File: config.mk
export PLATFORM = sky130hd
export DESIGN_NAME = chain_dpe_ctrl
export DESIGN_NICKNAME = d
export VERILOG_FILES = /design/src/rtl/chain_dpe_ctrl.sv
export SDC_FILE = /design/constraint.sdc
export NUM_CORES = 1
export LEC_CHECK = 0
export CAP_MARGIN = 30
export CORE_AREA = 3 3 378 380
export CTS_CLUSTER_DIAMETER = 200
export DETAILED_ROUTE_END_ITERATION = 12
export DIE_AREA = 0 0 381 383
export HOLD_SLACK_MARGIN = 0.12
export PLACE_DENSITY = 0.65
export SLEW_MARGIN = 10
export SYNTH_ARGS = -nofsm -noshare
export SYNTH_HDL_FRONTEND = slang
export SYNTH_SLANG_ARGS = --single-unit
export TNS_END_PERCENT = 10
File: constraint.sdc
create_clock -name clk -period 5.9 [get_ports clk]
set_input_delay 1.475 -clock clk [delete_from_list [all_inputs] [get_ports clk]]
set_output_delay 1.475 -clock clk [all_outputs]
set_load 0.05 [all_outputs]
File: src/rtl/chain_dpe_ctrl.sv
// chain_dpe_ctrl: job sequencer for one chain_dpe (skewed weight load, credit-limited
// activation streaming, result drain). Define DPE_CTRL_PERF_EN for busy/stall counters.
module chain_dpe_ctrl #(
  parameter int IDATAW         = 8,
  parameter int LANES          = 40,
  parameter int NUM_DSPS       = LANES / 4,
  parameter int BATCH          = 1,
  parameter int MAX_VECS       = 1024,
  parameter int RES_FIFO_DEPTH = 16,
  parameter int VW             = $clog2(MAX_VECS + 1)
) (
  input  logic                    clk,
  input  logic                    rst,
  input  logic                    i_start,
  input  logic [VW-1:0]           i_num_vecs,
  input  logic [LANES*IDATAW-1:0] i_wt_data,
  input  logic                    i_wt_valid,
  output logic                    o_wt_ready,
  input  logic [LANES*IDATAW-1:0] i_act_data,
  input  logic                    i_act_valid,
  output logic                    o_act_ready,
  output logic [LANES*IDATAW-1:0] o_dpe_data,
  output logic                    o_dpe_valid,
  output logic                    o_dpe_load,
  input  logic                    i_dpe_valid,
  input  logic                    i_res_pop,
`ifdef DPE_CTRL_PERF_EN
  output logic [31:0]             o_busy_cycles,
  output logic [31:0]             o_stall_cycles,
`endif
  output logic                    o_busy,
  output logic                    o_done
);

  localparam int DW = LANES * IDATAW;
  localparam int GW = 4 * IDATAW;
  localparam int CW = $clog2(RES_FIFO_DEPTH + 1);
  localparam int LW = (BATCH > 1) ? $clog2(BATCH) : 1;
  localparam int SW = (NUM_DSPS > 2) ? $clog2(NUM_DSPS - 1) : 1;

  typedef enum logic [2:0] {IDLE, LOAD, SKEW, COMPUTE, FLUSH} state_t;

  state_t         state;
  logic [VW-1:0]  num_lat;
  logic [VW-1:0]  rem;
  logic [VW-1:0]  ret_cnt;
  logic [LW-1:0]  load_cnt;
  logic [SW-1:0]  skew_cnt;
  logic [CW-1:0]  credits;
  logic           wt_fire;
  logic           act_fire;
  logic           has_credit;
  logic           all_back;
  logic [DW-1:0]  skew_data;
  logic [DW-1:0]  mux_data;

  assign has_credit = credits != '0;
  assign wt_fire    = (state == LOAD) && i_wt_valid;
  assign act_fire   = (state == COMPUTE) && i_act_valid && has_credit;
  assign all_back   = ret_cnt == num_lat;

  always_ff @(posedge clk or negedge rst) begin
    if (!rst) begin
      state    <= IDLE;
      num_lat  <= '0;
      rem      <= '0;
      ret_cnt  <= '0;
      load_cnt <= '0;
      skew_cnt <= '0;
      credits  <= CW'(RES_FIFO_DEPTH);
    end else begin
      // An issue and a pop in the same cycle cancel; a pop at full credit is dropped.
      if (act_fire && !i_res_pop)
        credits <= credits - 1'b1;
      else if (!act_fire && i_res_pop && credits != CW'(RES_FIFO_DEPTH))
        credits <= credits + 1'b1;

      if (i_dpe_valid && state != IDLE)
        ret_cnt <= ret_cnt + 1'b1;

      case (state)
        IDLE: begin
          if (i_start) begin
            num_lat  <= i_num_vecs;
            rem      <= i_num_vecs;
            load_cnt <= '0;
            state    <= LOAD;
          end
        end
        LOAD: begin
          if (wt_fire) begin
            load_cnt <= load_cnt + 1'b1;
            if (load_cnt == LW'(BATCH - 1)) begin
              skew_cnt <= '0;
              if (NUM_DSPS > 1)
                state <= SKEW;
              else
                state <= (num_lat == '0) ? FLUSH : COMPUTE;
            end
          end
        end
        SKEW: begin
          skew_cnt <= skew_cnt + 1'b1;
          if (skew_cnt == SW'(NUM_DSPS - 2))
            state <= (num_lat == '0) ? FLUSH : COMPUTE;
        end
        COMPUTE: begin
          if (act_fire) begin
            rem <= rem - 1'b1;
            if (rem == VW'(1))
              state <= FLUSH;
          end
        end
        FLUSH: begin
          if (all_back) begin
            ret_cnt <= '0;
            state   <= IDLE;
          end
        end
        default: state <= IDLE;
      endcase
    end
  end

  // Group g is delayed g cycles so the weight wavefront matches the DSP chain.
  assign skew_data[GW-1:0] = i_wt_data[GW-1:0];

  for (genvar g = 1; g < NUM_DSPS; g++) begin : g_skew
    localparam int unsigned DEPTH = g;
    logic [GW-1:0] sr [DEPTH];

    always_ff @(posedge clk or negedge rst) begin
      if (!rst) begin
        for (int unsigned k = 0; k < DEPTH; k++) sr[k] <= '0;
      end else begin
        sr[0] <= wt_fire ? i_wt_data[g*GW +: GW] : '0;
        for (int unsigned k = 1; k < DEPTH; k++) sr[k] <= sr[k-1];
      end
    end

    assign skew_data[g*GW +: GW] = sr[DEPTH-1];
  end

  always_comb begin
    mux_data = i_act_data;
    if (state == LOAD || state == SKEW) begin
      mux_data = skew_data;
      if (!wt_fire) mux_data[GW-1:0] = i_act_data[GW-1:0];
    end
  end

  // Data path is forced low while reset is held so every output reads 0 immediately.
  assign o_dpe_data  = rst ? mux_data : '0;
  assign o_dpe_valid = wt_fire || act_fire;
  assign o_dpe_load  = wt_fire;
  assign o_wt_ready  = state == LOAD;
  assign o_act_ready = (state == COMPUTE) && has_credit;
  assign o_busy      = state != IDLE;
  assign o_done      = (state == FLUSH) && all_back;

`ifdef DPE_CTRL_PERF_EN
  always_ff @(posedge clk or negedge rst) begin
    if (!rst) begin
      o_busy_cycles  <= '0;
      o_stall_cycles <= '0;
    end else if (state == IDLE && i_start) begin
      o_busy_cycles  <= '0;
      o_stall_cycles <= '0;
    end else begin
      if (state != IDLE && o_busy_cycles != '1)
        o_busy_cycles <= o_busy_cycles + 1'b1;
      if (state == COMPUTE && i_act_valid && !has_credit && o_stall_cycles != '1)
        o_stall_cycles <= o_stall_cycles + 1'b1;
    end
  end
`endif

endmodule
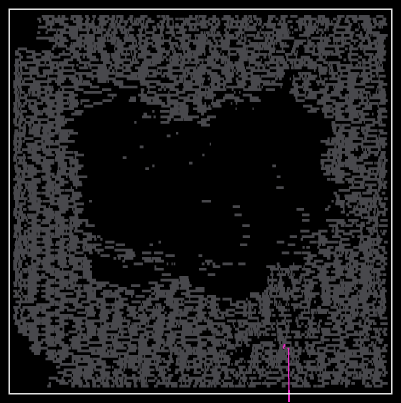
port_trees.png
Drawn at 1 px/um.
o_busy -> magenta  # bits 1, direction output, end cells 1, buffers 1, wire 49.9 um

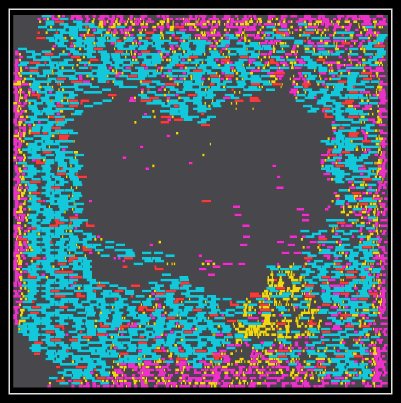
class_map.png
Drawn at 1 px/um. Fill, decap, tap and diode cells in gray.
registers -> cyan  # cells 1486, share of their area 59%
clock drivers and dummy loads -> red  # cells 269, share of their area 8.0%
remaining logic cells -> yellow  # cells 1501, share of their area 13%
remaining buffers and delay cells -> magenta  # cells 1069, share of their area 21%

==> impl_metrics.tcl <==
# collected from the flow reports
set metrics [dict create \
    status "completed" \
    avgViaCountPerCell 4.34 \
    grt_use_met1_pct 23.4 \
    flops 1486 \
    worstHoldStart "g_skew[3].sr[59]" \
    crit_family "AND-OR/OR-AND gates" \
    setup_viol 0 \
    hold_buffers 0 \
    seq_area_mm2 0.0372 \
    r2r_slack_ns 2.77 \
    dpl.hpwl_um 98200 \
    final.setup_skew_ns 0.0511 \
    ys_cells 3136 \
    ys_sh_aoi_pct 6.12 \
    cpPeakStageDelay_ns 0.72 \
    comb.multi_input.count 1493 \
    critPathSlowestCell "buf_4" \
    worstSetupStartpointType "flip-flop" \
    setup_ws_ns 0.480 \
    min_path_type "flip-flop to flip-flop" \
    p_total_uw 30700 \
    ys_area_mm2 0.0460 \
    final_hold_viol_count 0 \
    first_global_vias 28500 \
    warning_count 44 \
    yosysUniqueCellTypes 65 \
    path_clk_slew_ns 0.06 \
    fin_setup_tns_ns 0 \
    ys_ff 1486 \
    top_layer "met5" \
    finalWirelength_um 135000 \
    cts_tree "done" \
    nClkBuffers 201 \
    crit_start "state[1]" \
    fp_nets 3801 \
    hold_path_depth 0 \
    nWellTaps 1876 \
    synth_area_per_cell_um2 14.7 \
    maxCapViolCount 0 \
    leakage_uw 0.0315 \
    cts.path.max_buffers 3 \
    rows 137 \
    drt_iter0_markers 1857 \
    m1WireLength_um 55800 \
    antenna_found_initial 23 \
    comb_share_pct 12.4 \
    dp_slack_ns 0.906 \
    rr_startpoint "state[1]" \
    area_growth_pct 43.1 \
    comb_area_mm2 0.00814 \
    rsz0062_at_grt "false" \
    synth-main-ff-cell "dfrtp_1" \
    reg2reg_depth 6 \
    first_pass_iters 6 \
    dieWidth_um 381 \
    synth_area_mm2 0.0460 \
    power_density_mw_per_mm2 466 \
    non_clock_buffer_count 1069 \
    antennaDiodeCount 11 \
    simple_gate_share_pct 10.8 \
    lay_top_count "dfrtp_1" \
    adder_share_pct 0.190 \
    portBuffers 983 \
    wire_per_inst_um 21.7 \
    fin_cells 6212 \
    crit_fanout 67 \
    globalRouteMet2Util_pct 30.4 \
    syn_inst 3136 \
    postCtsSetupBuffers 0 \
    maxSlewHeadroom_pct 31.9 \
    largest_register_ffs 1440 \
    final_core_utilization_pct 47.2 \
    vias 27000 \
    ys_top_logic_family "simple AND/OR/NAND/NOR gates" \
    wl_met2_um 66300 \
    fmax_mhz 185 \
    critPathBufInv 2 \
    dieArea_mm2 0.146 \
    fillers 12100 \
    gp_congestion 0.966 \
    grt_pass1_wl_um 196000 \
    crit_required_ns 4.43 \
    ant_nets 0 \
    r2r_end "g_skew[2].sr[61]" \
    endpoint_kind "output port" \
    num-nets-final 4869 \
    numCtsBuffers 146 \
    clock.latency.late_pin_ns 0.75 \
    worstPathArrival_ns 3.94 \
    ios 984 \
    regMostFlops "g_skew.sr" \
    placed_cell_area_mm2 0.0607 \
    die_h_um 383 \
    use_met3_pct 5.30 \
    overflow 0 \
    num-nonclk-inverters 8 \
    grt_max_degree 191 \
    endpoint "o_dpe_data[34]" \
    clk_share_pct 7.71 \
    route.detailed.drc 0 \
    synthXorXnorAreaFrac_pct 0.495 \
    ys_seq_share_pct 80.8 \
    largest_cell_class "flip-flops and latches" \
    seq_share_pct 56.5 \
    mostFrequentLayoutCells "dfrtp_1, clkdlybuf4s50_1, nand2_1" \
    path_depth 6 \
    slew_violations 0 \
    layout_min_cycle_time_ns 5.42 \
    holdWs_ns 0.303 \
    cts.sinks 1486 \
    root_buffer "clkbuf_16" \
    drive_gt1_share_pct 13.8 \
    finalCritPeriodShare_pct 91.9 \
    dp.cells 5932 \
]
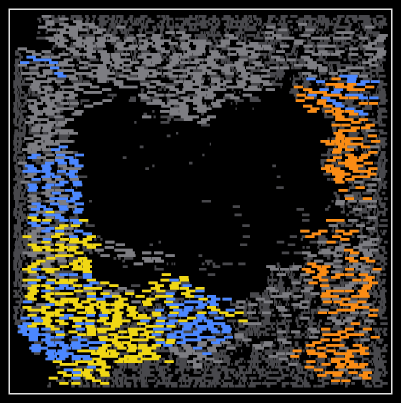
blocks.png
Drawn at 1 px/um. Other sequential cells in the stronger gray, the rest of the logic in the fainter gray.
g_skew[9] -> yellow  # placed flops 288, where lower left
g_skew[7] -> orange  # placed flops 224, where a column on the right
g_skew[8] -> blue  # placed flops 256
not colored = 718

## Yosys cell counts (all sizes together), types with 4 or more instances
library cell	instances	share of area, %
a21boi	320	5.2
a21oi	13	0.15
a31oi	6	0.095
and2	290	3.9
and3	5	0.068
buf	64	0.75
clkbuf	85	0.72
dfrtp	1485	81
ha	7	0.19
inv	8	0.065
nand2	689	5.6
nand2b	4	0.054
nand3	9	0.11
nor2	41	0.36
nor3	9	0.11
nor4	7	0.13
o21ai	21	0.24
xnor2	6	0.11
xor2	20	0.38
## power breakdown
group | total, uW | switching [uW] | leakage, uW | internal (uW)
Sequential | 12500 | 638 | 0.0203 | 11900
Combinational | 8690 | 5480 | 0.00870 | 3210
Clock | 9440 | 4020 | 0.00245 | 5420
No activity file was given, so power comes from the tool's default toggle rates.
